File: src/rtl/bridge_arbiter.sv
`default_nettype none
// =============================================================================
// Module      : bridge_arbiter
// Description : Two-port round-robin arbiter for the external bridge, with
//               port-0 line lock and an acknowledge watchdog.
// Revision    : 1.0
// =============================================================================
module bridge_arbiter #(
    parameter int ADDR_BITS      = 26,
    parameter int DATA_BITS      = 128,
    parameter int MAX_LOCK       = 80,
    parameter int TIMEOUT_CYCLES = 1024
) (
    input  logic                   clk,
    input  logic                   reset,
    input  logic [ADDR_BITS-1:0]   m0_address,
    input  logic [DATA_BITS/8-1:0] m0_byte_enable,
    input  logic                   m0_read,
    input  logic                   m0_write,
    input  logic [DATA_BITS-1:0]   m0_write_data,
    input  logic                   m0_lock,
    output logic                   m0_acknowledge,
    output logic [DATA_BITS-1:0]   m0_read_data,
    input  logic [ADDR_BITS-1:0]   m1_address,
    input  logic [DATA_BITS/8-1:0] m1_byte_enable,
    input  logic                   m1_read,
    input  logic                   m1_write,
    input  logic [DATA_BITS-1:0]   m1_write_data,
    output logic                   m1_acknowledge,
    output logic [DATA_BITS-1:0]   m1_read_data,
    output logic [ADDR_BITS-1:0]   interface_address,
    output logic [DATA_BITS/8-1:0] interface_byte_enable,
    output logic                   interface_read,
    output logic                   interface_write,
    output logic [DATA_BITS-1:0]   interface_write_data,
    input  logic                   interface_acknowledge,
    input  logic [DATA_BITS-1:0]   interface_read_data,
    output logic [1:0]             grant,
    output logic                   timeout_error,
    input  logic                   timeout_clear
);

    localparam int LC_W = $clog2(MAX_LOCK + 1);
    localparam int WD_W = (TIMEOUT_CYCLES > 1) ? $clog2(TIMEOUT_CYCLES) : 1;

    localparam logic [LC_W-1:0] c_MAX_LOCK = LC_W'(MAX_LOCK);
    localparam logic [WD_W-1:0] c_WD_LAST  = WD_W'(TIMEOUT_CYCLES - 1);

    localparam logic [1:0] c_IDLE = 2'd0;
    localparam logic [1:0] c_OWN0 = 2'd1;
    localparam logic [1:0] c_OWN1 = 2'd2;

    logic [1:0]      r_state;
    logic            r_rr_ptr;
    logic [LC_W-1:0] r_lock_count;
    logic [WD_W-1:0] r_wd_count;
    logic            r_force_ack;
    logic            r_force_port;

    logic w_req0, w_req1, w_lock_ok, w_pick1, w_start, w_grant1;
    logic w_owning, w_timeout, w_done;

    assign w_req0    = m0_read || m0_write;
    assign w_req1    = m1_read || m1_write;
    assign w_lock_ok = m0_lock && (r_lock_count < c_MAX_LOCK);
    assign w_pick1   = w_req1 && (!w_req0 || (!w_lock_ok && r_rr_ptr));
    // The requester still holds its request during a forced-ack cycle; do not re-grant it.
    assign w_start   = (r_state == c_IDLE) && (w_req0 || w_req1) && !r_force_ack;
    assign w_grant1  = w_start && w_pick1;

    assign w_owning  = (r_state == c_OWN0) || (r_state == c_OWN1);
    assign w_timeout = w_owning && !interface_acknowledge && (r_wd_count == c_WD_LAST);
    assign w_done    = (w_owning && interface_acknowledge) || w_timeout;

    assign m0_acknowledge = ((r_state == c_OWN0) && interface_acknowledge) || (r_force_ack && !r_force_port);
    assign m1_acknowledge = ((r_state == c_OWN1) && interface_acknowledge) || (r_force_ack && r_force_port);
    assign m0_read_data   = (r_state == c_OWN0) ? interface_read_data : '0;
    assign m1_read_data   = (r_state == c_OWN1) ? interface_read_data : '0;

    always_ff @(posedge clk or posedge reset) begin
        if (reset) begin
            r_state               <= c_IDLE;
            r_rr_ptr              <= 1'b0;
            r_lock_count          <= '0;
            r_wd_count            <= '0;
            r_force_ack           <= 1'b0;
            r_force_port          <= 1'b0;
            interface_address     <= '0;
            interface_byte_enable <= '0;
            interface_read        <= 1'b0;
            interface_write       <= 1'b0;
            interface_write_data  <= '0;
            grant                 <= 2'b00;
            timeout_error         <= 1'b0;
        end else begin
            r_force_ack <= 1'b0;
            if (timeout_clear) begin
                timeout_error <= 1'b0;
            end
            case (r_state)
                c_IDLE: begin
                    if (w_start) begin
                        r_wd_count <= '0;
                        if (w_pick1) begin
                            interface_address     <= m1_address;
                            interface_byte_enable <= m1_byte_enable;
                            interface_write_data  <= m1_write_data;
                            interface_read        <= m1_read;
                            interface_write       <= m1_write && !m1_read;
                            grant                 <= 2'b10;
                            r_state               <= c_OWN1;
                        end else begin
                            interface_address     <= m0_address;
                            interface_byte_enable <= m0_byte_enable;
                            interface_write_data  <= m0_write_data;
                            interface_read        <= m0_read;
                            interface_write       <= m0_write && !m0_read;
                            grant                 <= 2'b01;
                            r_state               <= c_OWN0;
                        end
                    end
                end
                c_OWN0, c_OWN1: begin
                    if (w_done) begin
                        interface_read  <= 1'b0;
                        interface_write <= 1'b0;
                        grant           <= 2'b00;
                        r_state         <= c_IDLE;
                        r_rr_ptr        <= (r_state == c_OWN0);
                        if (w_timeout) begin
                            r_force_ack   <= 1'b1;
                            r_force_port  <= (r_state == c_OWN1);
                            timeout_error <= 1'b1;
                        end
                    end else begin
                        r_wd_count <= r_wd_count + WD_W'(1);
                    end
                end
                default: r_state <= c_IDLE;
            endcase

            if (!m0_lock || w_grant1) begin
                r_lock_count <= '0;
            end else if (w_done && (r_state == c_OWN0) && (r_lock_count < c_MAX_LOCK)) begin
                r_lock_count <= r_lock_count + LC_W'(1);
            end
        end
    end

endmodule
`default_nettype wire

File: config.mk
export PLATFORM = sky130hd
export DESIGN_NAME = bridge_arbiter
export DESIGN_NICKNAME = d
export VERILOG_FILES = /design/src/rtl/bridge_arbiter.sv
export SDC_FILE = /design/constraint.sdc
export NUM_CORES = 1
export LEC_CHECK = 0
export ABC_CLOCK_PERIOD_IN_PS = 5800
export CAP_MARGIN = 25
export CORE_AREA = 2 2 358 360
export DETAILED_ROUTE_END_ITERATION = 10
export DIE_AREA = 0 0 360 362
export PLACE_DENSITY = 0.38
export SLEW_MARGIN = 20
export SYNTH_ARGS = -nofsm -noshare
export SYNTH_HDL_FRONTEND = slang
export SYNTH_SLANG_ARGS = --single-unit
File: constraint.sdc
create_clock -name clk -period 5.8 [get_ports clk]
set_clock_uncertainty 0.1 [all_clocks]
set_input_delay 0.87 -clock clk [delete_from_list [all_inputs] [get_ports clk]]
set_output_delay 0.87 -clock clk [all_outputs]
set_load 0.01 [all_outputs]
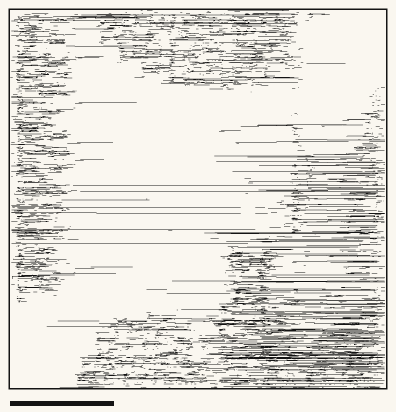
Figure 1: run 1, the metal 1 layer.
Bar = 100 um.
2357 nets have wire on it. The longest straight run is 299 um. The layer holds 37% of the routed length.
met1 layer usage reported by global route: 0.141
Routed Wire Length: 90.8 mm

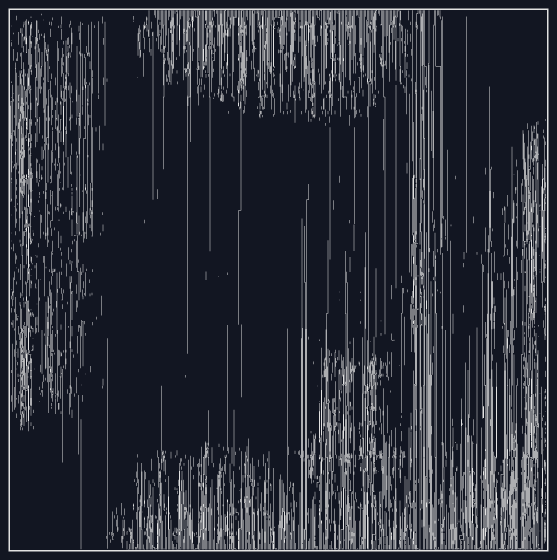
Figure 2: run 1, M2 wires.
2278 nets have wire on it. The longest straight run is 257 um. The layer carries 47.9 mm of wire.

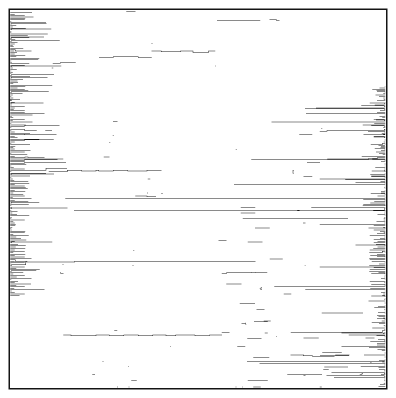
Figure 3: run 1, the metal 3 layer.
The layer holds 8.5% of the routed length. The layer carries 7740 um of wire. The wires run mostly horizontal. The longest straight run is 306 um.
met3 track utilization from global routing: 0.0528
Via Count: 13.1k

-- run 1: power by group through the flow --
stage	clock, mW	sequential (mW)	combinational, mW
2_1_floorplan	0	2.66	2.15
3_3_place_gp	0	2.41	6.11
3_5_place_dp	0	2.42	6.09
4_1_cts	1.37	2.41	6.11
5_1_grt	1.41	2.49	6.42
6_report	1.28	2.40	5.91
-- run 1: layer usage --
| layer | vias to the layer above | part of all wire |
|---|---|---|
| li1 | 6200 | - |
| met1 | 6325 | 0.37 |
| met2 | 534 | 0.53 |
| met3 | 62 | 0.085 |
| met4 | 20 | 0.015 |
| met5 | - | 0.0014 |
==> COMMIT_EDITMSG, run 1 <==
Log flow metrics for this revision

- Number of tap instances: 1662
- Post-synthesis, Yosys gives the total cell area as around 11000 um2.
- Combinational power share: 0.617
- Per the final layout report, the fraction of cells sized above drive strength 1 comes to 0.0298.
- The cell-mix breakdown from Yosys lists the XOR/XNOR area share as 0.00161.
* Fill count: 14.3k
* CP arrival: ~3.2 ns
- Number of buffers inserted by port buffering: 909
* Cell at the slowest stage of the critical path: sky130_fd_sc_hd__ha_4
* Drt initial violations: 608
* Hold Path End: interface_write$_DFFE_PP0P_
- The internal portion of the total power is around 5.4 mW.
* Switching share of total power: 0.436
- At the pin with the least slew margin, the transition time is a little under 1 ns.
* Non-filler cells in the finished layout: between 3k and 4k
- For this run the aggregate overflow at the end of global routing stands at 0.
* Fin. max-slew vios: 0
- Count of library flops with an enable pin: 0
- Achievable clock frequency: 242 MHz
* Cell accounting for the most synthesized area: sky130_fd_sc_hd__dfrtp_1
* DP Cell Count: 3849
* Fraction of area in multi-input gates: 0.246
- STA on the placed design reports a worst setup slack of 2.19 ns.
* Source of the worst register-to-register timing path: r_state[0]$_DFFE_PP0P_
- After synthesis the cells add up to 10900 um2.
- Post-synthesis area per instance: 7.96 um2
* Combinational gates: approximately 1.1k
* Number of max-cap violations: 0
- Ranking logic cells in the layout by count gives the top entries 909 x sky130_fd_sc_hd__clkdlybuf4s50_1, 349 x sky130_fd_sc_hd__nand2_1, 260 x sky130_fd_sc_hd__and2_1, 197 x sky130_fd_sc_hd__dfrtp_1, 173 x sky130_fd_sc_hd__nor2_1.
- Layout buffer count excluding clock buffers: 928
* Final critical-path share of the clock period: 0.713
* FFs w/ async S/R, synth: 1.00
- Clock slew seen by the registers of the worst setup and hold paths: 0.08 ns
- Register-to-Register Setup Slack: 3.02 ns
* First-pass GRT wire length: 120 mm
- The synthesis log from Yosys contains 0 warnings.
- Of all the cell area in the finished design, the clock network holds 0.0248.
* Layout clock buffer count: 18
* Largest class: buffers
- The overall die size recorded for this design is 130000 um2.
* Start point of the critical path: r_state[0]$_DFFE_PP0P_
- The critical path runs through a total of 6 cells.
- The detail route stage leaves a number of antenna-violating nets equal to 0.
* Complex Gates by Area: 0.130
- The CTS report gives the tree buffer count as 17.
- Chip Width: 360 um
- Per the CTS log, the maximum H-tree level is 4.
* Worst path most repeated cell: sky130_fd_sc_hd__buf_4
- The registers reported with the highest flop counts are interface_write_data (128), interface_address (26), interface_byte_enable (16).
- Core Util at FP: 0.0858
- Status: complete, no violations
- Number of buffers inserted for hold repair after clock tree synthesis: 0
- The main area contributors are sky130_fd_sc_hd__dfrtp_1 45%, sky130_fd_sc_hd__and2_1 15%, sky130_fd_sc_hd__nand2_1 12%.
* Register share of the cell area: 0.220
- For the worst flop-to-flop path, the logic depth is 8.
* Total routing resource utilization after global routing: 0.136
* Fraction of power consumed by sequential logic: 0.250
- Largest fanout on the critical path: 78
* Synth Flop Type: sky130_fd_sc_hd__dfrtp_1
- PD cells: 427 nW/um2
- The number of antenna diodes in the final layout is 5.
* DR WL/cell: 23.4 um
- Share of the synthesized area in the top cell type: 0.454
- STA classifies the critical path startpoint as a register.
- The analysis attributes to net switching a power of 4.18 mW.
==> inputs of run 2 (changes only) <==
Settings changed: ABC_CLOCK_PERIOD_IN_PS 5800 to 3600.
Clock period 5.8 ns to 3.6 ns, I/O delays scaled along.
==> run 2 against run 1 <==
  * Critical path depth is 1 lower
  * Synthesized cell count stayed put
  * Core utilization is 0.22 points higher
  * Design area is 1.2% higher
  * Sequential power is 62% higher
  * Global-route usage is 0.10 points higher
  * Setup slack worse by 1.5 ns
  * Critical endpoint is now m1_read_data[106]
==> COMMIT_EDITMSG, run 2 <==
Log flow metrics for this revision

- Status: complete, no violations
* Combinational power share: 0.616
- Chip Width: between 300 and 400 um
* Remaining antenna violation count: 0
- Pre-CTS setup slack: 0.648 ns
- The flow reported a cell area power density of 692 nW/um2.
- Post-synthesis instance area: 10900 um2
* Largest cells by area: sky130_fd_sc_hd__dfrtp_1 45%, sky130_fd_sc_hd__and2_1 15%, sky130_fd_sc_hd__nand2_1 12%
- Top Consumer: combinational cells
- In the CTS report, the clock slew at the register clock pins of the worst setup and hold paths is listed as approximately 0.10 ns.
- The global routing report lists met1 layer usage as 0.143.
- Total routing resource utilization after global routing: 0.137
- Fraction of power consumed by sequential logic: 0.247
- After detailed routing, the met2 layer carries 48.4 mm of wire.
- Number of diodes added for antenna fixing: 6
- Most frequent logic cells in the routed design: 902 x sky130_fd_sc_hd__clkdlybuf4s50_1, 349 x sky130_fd_sc_hd__nand2_1, 260 x sky130_fd_sc_hd__and2_1, 197 x sky130_fd_sc_hd__dfrtp_1, 173 x sky130_fd_sc_hd__nor2_1
- Routed length on met1: between 30 and 40 mm
* CP arrival: ~2.8 ns
- Synthesized chip area reported by yosys: 10900 um2
- Number of buffers inserted by port buffering: 909
- Of the available clock period, the critical path in the final layout requires 0.957.
- Fill count: 14.3k
- Counting buffers and inverters, the worst setup path is 5 cells deep.
- Across the run, the number of max-cap violations was 0.
- Non-filler cells in the finished layout: 3907
- Layout buffer count excluding clock buffers: 948
- GRT overflow: 0
- Looking at the gate-level netlist, the highest instance count belongs to sky130_fd_sc_hd__nand2_1.
- The number of global-route vias before repair was between 10k and 15k.
- Largest fanout on the critical path: 43
* FFs w/ async S/R, synth: 1.00
- The synthesized design spends more area on one cell type than any other, namely sky130_fd_sc_hd__dfrtp_1.
- DP Cell Count: 3869
- Complex Gates by Area: 0.130
- The timing report shows that the slowest cell on the worst path is sky130_fd_sc_hd__clkdlybuf4s50_1.
* Combinational power: 9.68 mW
- Per the final report, the share of cell area in clock cells is 0.0260.
* Count of library flops with an enable pin: 0
* Switching share of total power: 0.432
- H-tree Lvls: 4
* Synth Flop Type: sky130_fd_sc_hd__dfrtp_1
* Number of tap instances: 1662
- Number of cell instances on the worst register-to-register path: 6
* Power dissipated by switching net loads: 6.79 mW
- Synthesis Warnings: 0
* Largest class: buffers
- Proportion of layout cells with a drive suffix above 1: 0.0415
- The post-CTS hold buffer count recorded in the log is 0.
- Post-synthesis area per instance: 7.96 um2
- DR WL/cell: 23.4 um
- First-pass GRT wire length: 120 mm
- Per the final report, max-transition violations number 0.
- The internal portion of the total power is just under 9 mW.
* Actual transition at the worst max-transition pin: 0.785 ns
- Combinational gates: 1053
- Per report_power, the Sequential row totals 3.88 mW.
- Layout clock buffer count: 18
- The worst setup path is launched from a register.
- Fraction of area in multi-input gates: 0.243
- Peak per-stage delay on the critical path: 0.64 ns
- Highest routed metal layer: met5
- Post-Synth XOR/XNOR Area: 0.00161
==> run 2: cell counts after synthesis <==
Identical to the previous run, type by type.
==> run 2: path summary, 6_finish.rpt <==
| kind | startpoint | to | slack, ns |
|---|---|---|---|
| max | r_state[0]$_DFFE_PP0P_ | m1_read_data[106] | 0.16 |
| min | reset | interface_write_data[38]$_DFFE_PP0P_ | 0.25 |
| max reg2reg | r_state[0]$_DFFE_PP0P_ | r_wd_count[0]$_DFFE_PP0P_ | 1.18 |
| min reg2reg | grant[0]$_DFFE_PP0P_ | grant[0]$_DFFE_PP0P_ | 0.40 |
| max in group asynchronous | reset | interface_write_data[119]$_DFFE_PP0P_ | 2.32 |
| min in group clk | grant[0]$_DFFE_PP0P_ | grant[0]$_DFFE_PP0P_ | 0.40 |
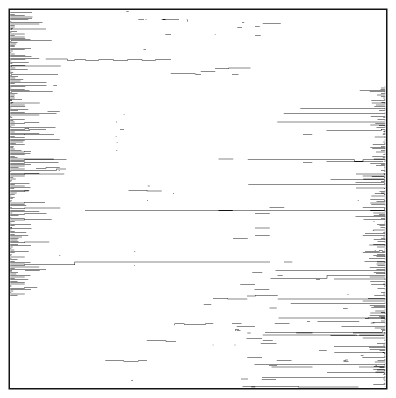
Figure 4: run 2, the metal 3 layer.
Routed Wire Length: 91.4 mm
met3 track utilization from global routing: 0.0510
Via Count: 13.1k

Power figures rest on the tool's default switching activity, not on a simulated workload.
